Fig. 1: signal wires on met1
(2 px per um)
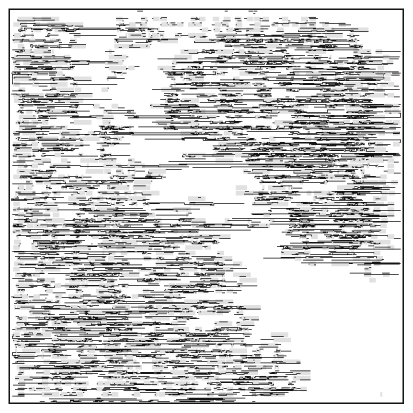
Fig. 2: signal wires on met2
(2 px per um)
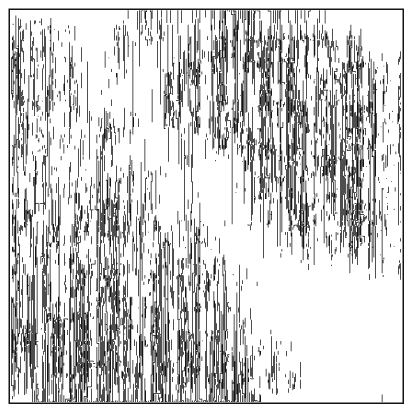
Fig. 3: M3 wires
(1.5 px per um)
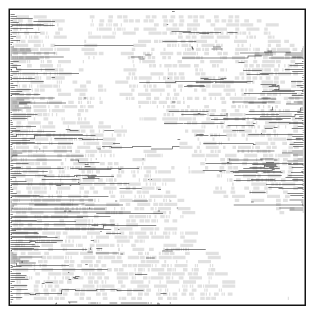
Fig. 4: metal 4
(1.5 px per um)
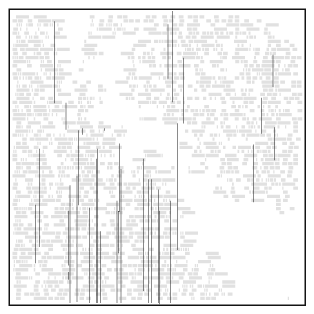
**config.mk**
```make
export PLATFORM = sky130hd
export DESIGN_NAME = mem_access_unit
export DESIGN_NICKNAME = d
export VERILOG_FILES = /design/src/rtl/mem_access_unit.sv
export SDC_FILE = /design/constraint.sdc
export NUM_CORES = 1
export LEC_CHECK = 0
export CAP_MARGIN = 20
export CORE_MARGIN = 1
export CORE_UTILIZATION = 32
export DETAILED_ROUTE_END_ITERATION = 12
export SLEW_MARGIN = 20
export SYNTH_ARGS = -nofsm -noshare
export SYNTH_HDL_FRONTEND = slang
export SYNTH_SLANG_ARGS = --single-unit
```
**constraint.sdc**
```tcl
create_clock -name clk -period 18.3 [get_ports clk]
set_input_delay 4.575 -clock clk [delete_from_list [all_inputs] [get_ports clk]]
set_output_delay 4.575 -clock clk [all_outputs]
set_load 0.01 [all_outputs]
```
**src/rtl/mem_access_unit.sv**
```systemverilog
// mem_access_unit: memory-stage load/store responder.
// Single-outstanding valid/ready bus master with pipeline hold.
module mem_access_unit #(
  parameter int XLEN   = 64,
  parameter int STRB_W = XLEN / 8
) (
  input  logic              clk,
  input  logic              rst,
  input  logic              visit_sig_i,
  input  logic              wmem_en_i,
  input  logic [XLEN-1:0]   addr_i,
  input  logic [XLEN-1:0]   wdata_i,
  input  logic [1:0]        size_i,
  input  logic              unsigned_i,
  output logic              hold,
  output logic [XLEN-1:0]   rdata_o,
  output logic              done_o,
  output logic              misalign_o,
  output logic              bus_valid,
  input  logic              bus_ready,
  output logic              bus_we,
  output logic [XLEN-1:0]   bus_addr,
  output logic [XLEN-1:0]   bus_wdata,
  output logic [STRB_W-1:0] bus_wstrb,
  input  logic              bus_rvalid,
  input  logic [XLEN-1:0]   bus_rdata
);

  localparam int OFF_W = $clog2(STRB_W);

  localparam logic [1:0] IDLE   = 2'd0;
  localparam logic [1:0] REQ    = 2'd1;
  localparam logic [1:0] WAIT_R = 2'd2;
  localparam logic [1:0] DONE   = 2'd3;

  logic [1:0]        state;
  logic              misalign;
  logic              start;
  logic [OFF_W-1:0]  off;
  logic [STRB_W-1:0] base;
  logic [XLEN-1:0]   lane_wdata;
  logic [STRB_W-1:0] lane_wstrb;
  logic [XLEN-1:0]   lane_addr;

  logic [OFF_W-1:0]  r_off;
  logic [1:0]        r_size;
  logic              r_uns;
  logic [XLEN-1:0]   sh;
  logic [XLEN-1:0]   load_val;

  assign off = addr_i[OFF_W-1:0];

  // Natural-alignment check on the incoming request.
  always_comb begin
    misalign = 1'b0;
    unique case (size_i)
      2'd0: misalign = 1'b0;
      2'd1: misalign = addr_i[0];
      2'd2: misalign = |addr_i[1:0];
      2'd3: misalign = |addr_i[2:0];
      default: misalign = 1'b0;
    endcase
  end

  assign start = (state == IDLE) && visit_sig_i && !misalign;

  // Stall and misalign flags, both suppressed during reset.
  always_comb begin
    hold       = 1'b0;
    misalign_o = 1'b0;
    if (!rst) begin
      hold = (state == REQ) || (state == WAIT_R) || start;
      misalign_o = (state == IDLE) && visit_sig_i && misalign;
    end
  end

  // Byte-lane placement of store data and strobes.
  always_comb begin
    base = '0;
    unique case (size_i)
      2'd0: base = STRB_W'(8'h01);
      2'd1: base = STRB_W'(8'h03);
      2'd2: base = STRB_W'(8'h0F);
      2'd3: base = STRB_W'(8'hFF);
      default: base = '0;
    endcase
    lane_wstrb = base << off;
    lane_wdata = wdata_i << {off, 3'b000};
    lane_addr  = {addr_i[XLEN-1:OFF_W], {OFF_W{1'b0}}};
  end

  // Extract and extend the addressed field of the read beat.
  always_comb begin
    sh       = bus_rdata >> {r_off, 3'b000};
    load_val = sh;
    unique case (r_size)
      2'd0: load_val = r_uns ?
        {{(XLEN-8){1'b0}}, sh[7:0]} :
        {{(XLEN-8){sh[7]}}, sh[7:0]};
      2'd1: load_val = r_uns ?
        {{(XLEN-16){1'b0}}, sh[15:0]} :
        {{(XLEN-16){sh[15]}}, sh[15:0]};
      2'd2: load_val = r_uns ?
        {{(XLEN-32){1'b0}}, sh[31:0]} :
        {{(XLEN-32){sh[31]}}, sh[31:0]};
      2'd3: load_val = sh;
      default: load_val = sh;
    endcase
  end

  // Access FSM with registered bus and result outputs.
  always_ff @(posedge clk or posedge rst) begin
    if (rst) begin
      state     <= IDLE;
      bus_valid <= 1'b0;
      bus_we    <= 1'b0;
      bus_addr  <= '0;
      bus_wdata <= '0;
      bus_wstrb <= '0;
      rdata_o   <= '0;
      done_o    <= 1'b0;
      r_off     <= '0;
      r_size    <= 2'd0;
      r_uns     <= 1'b0;
    end else begin
      done_o <= 1'b0;
      unique case (state)
        IDLE: begin
          if (start) begin
            state     <= REQ;
            bus_valid <= 1'b1;
            bus_we    <= wmem_en_i;
            bus_addr  <= lane_addr;
            bus_wdata <= lane_wdata;
            bus_wstrb <= lane_wstrb;
            r_off     <= off;
            r_size    <= size_i;
            r_uns     <= unsigned_i;
          end
        end
        REQ: begin
          if (bus_ready) begin
            bus_valid <= 1'b0;
            if (bus_we) begin
              state   <= DONE;
              done_o  <= 1'b1;
              rdata_o <= '0;
            end else begin
              state <= WAIT_R;
            end
          end
        end
        WAIT_R: begin
          if (bus_rvalid) begin
            state   <= DONE;
            done_o  <= 1'b1;
            rdata_o <= load_val;
          end
        end
        DONE: state <= IDLE;
        default: state <= IDLE;
      endcase
    end
  end

endmodule

```
==> flow_summary.toml <==
# generated from flow reports
[status]
status = "finished clean"

[detailed_routing]
drt-met1-wl_mm = 19.1
drc = 0
first_pass_iters = 7
drt-initial-drc-count = 763
topRoutingLayerUsed = "met5"
wl_met2_mm = 21.7
dr_wl_met3_mm = 5.15
wl_per_cell_um = 22.4
vias = 11349

[cells_and_area]
top_regs = "bus_wdata (64), rdata_o (64), bus_addr (61)"
nNetsFinal = 1802
seq_area_frac = 0.301
buffers = 419
antenna_cells = 6
final_area_sq_um = 17300
clkCellAreaFrac = 0.0512
final_core_util = 0.469
inverters = 17
lay_top_cells = "clkdlybuf4s50_1, nand2_1, dfrtp_1, mux2i_1"
comb_area_frac = 0.364
regArea_sq_um = 5210
syn_to_final_growth_pct = 43.1
lay_top_count = "clkdlybuf4s50_1"
logic_area_sq_um = 6300

[setup_path]
slowest_stage = "clkdlybuf4s50_1"
crit_required_ns = 13.73
r2r_cells = 6
rr_endpoint = "rdata_o[51]"
r2r-start = "r_off[1]"
cp_cell_sequence = "clkdlybuf4s50_1 -> a21o_1 -> a211oi_4 -> nor2_1 -> nor2_1 -> clkdlybuf4s50_1"
worstSetupPathType = "in2out"
cp_slowest_stage_delay_ns = 0.66
cp.depth = 6
crit_end = "hold"
critPathLaunch = "addr_i[2]"
crit_fanout = 13
critical_path_buf_inv_count = 2
cp-start-kind = "primary input"
cp_top_family = "buffers and inverters"

[yosys]
async_flop_share = 1.00
synth_cells = 1262
synthMuxAreaShare = 0.198
ys_sh_simple = 0.156
ys_seq_frac = 0.431
most_common_cell = "nand2_1"
synth_adder_area_share = 0.00414
yosys.area.top_type = "dfrtp_1"
synthTopCellsByCount = "nand2_1, dfrtp_1, mux2i_1, a21oi_1, nor2_1"
ys_ff = 208
avgSynthCellArea_sq_um = 9.57
topCombFamilyByArea = "multiplexers"
edf_count = 0
ys_area_sq_um = 12100
synth.top_cell.area_share = 0.431
syn-cell-area_sq_um = 12100

[pwr]
p_comb_frac = 0.499
clockPowerShare = 0.204
comb-power_w = 0.00130
p_seq_w = 0.000776
power_w = 0.00261
p_sw_w = 0.00103
power_leakage_nw = 7.43
switching_share = 0.395
ir_drop_mv = 0.0883
power_leader = "combinational logic"

[sta]
rsz0062_at_grt = "false"
finalSetupViolCount = 0
whs_ns = 0.471
fin_skew_ns = 0.0331
fmax_mhz = 89.7
drv_slew = 0
finalHoldViolations = 0
period_used_share = 0.609
tns_ns = 0
fin_crit_ns = 11.15

[grt]
grt_util_all_layers = 0.243
gr-total-overflow = 0
grtUsageMet1 = 0.304
grt_pass1_vias = 11589
globalRouteMet3Util = 0.0889
grt.met2_usage = 0.381
grt_pass1_wl_mm = 71.4
grt.busiest_layer = "met2"
antenna_found_initial = 7
grt_max_degree = 145

[placed_design]
place_area_sq_um = 16300
io_buffer_count = 402
dp.cells = 2071
dp_hpwl_mm = 33.9

[floorplan]
die_y_um = 196
die-area_sq_um = 38500
core-area_sq_um = 36900
ios = 406
tapCellCount = 504
fp_util = 0.328
die_x_um = 196

[job]
warning_count = 32
cap_viol_max_count = 0

[clock_tree]
postCtsSetupBuffers = 0
cts_buffers = 26
clkSlewWorstSetupHoldPaths_ns = 0.06
cts_hold_buf = 0
root_buffer = "clkbuf_16"
cts_resized = 0
cts_tree = "done"
numClockSinks = 208
Back to the opening pictures, Fig. 1:
share of all routed wire: 40%
main direction: horizontal
wire length on this layer: 19100 um
nets with wire on the layer: 1596
longest straight run: 74.5 um

Back to the opening pictures, Fig. 2:
share of all routed wire: 45%
main direction: vertical

Back to the opening pictures, Fig. 3:
longest straight run: 79.8 um
share of all routed wire: 11%
wire length on this layer: 5150 um
nets with wire on the layer: 329

Back to the opening pictures, Fig. 4:
share of all routed wire: 3.7%
wire length on this layer: 1760 um
nets with wire on the layer: 25
longest straight run: 103 um

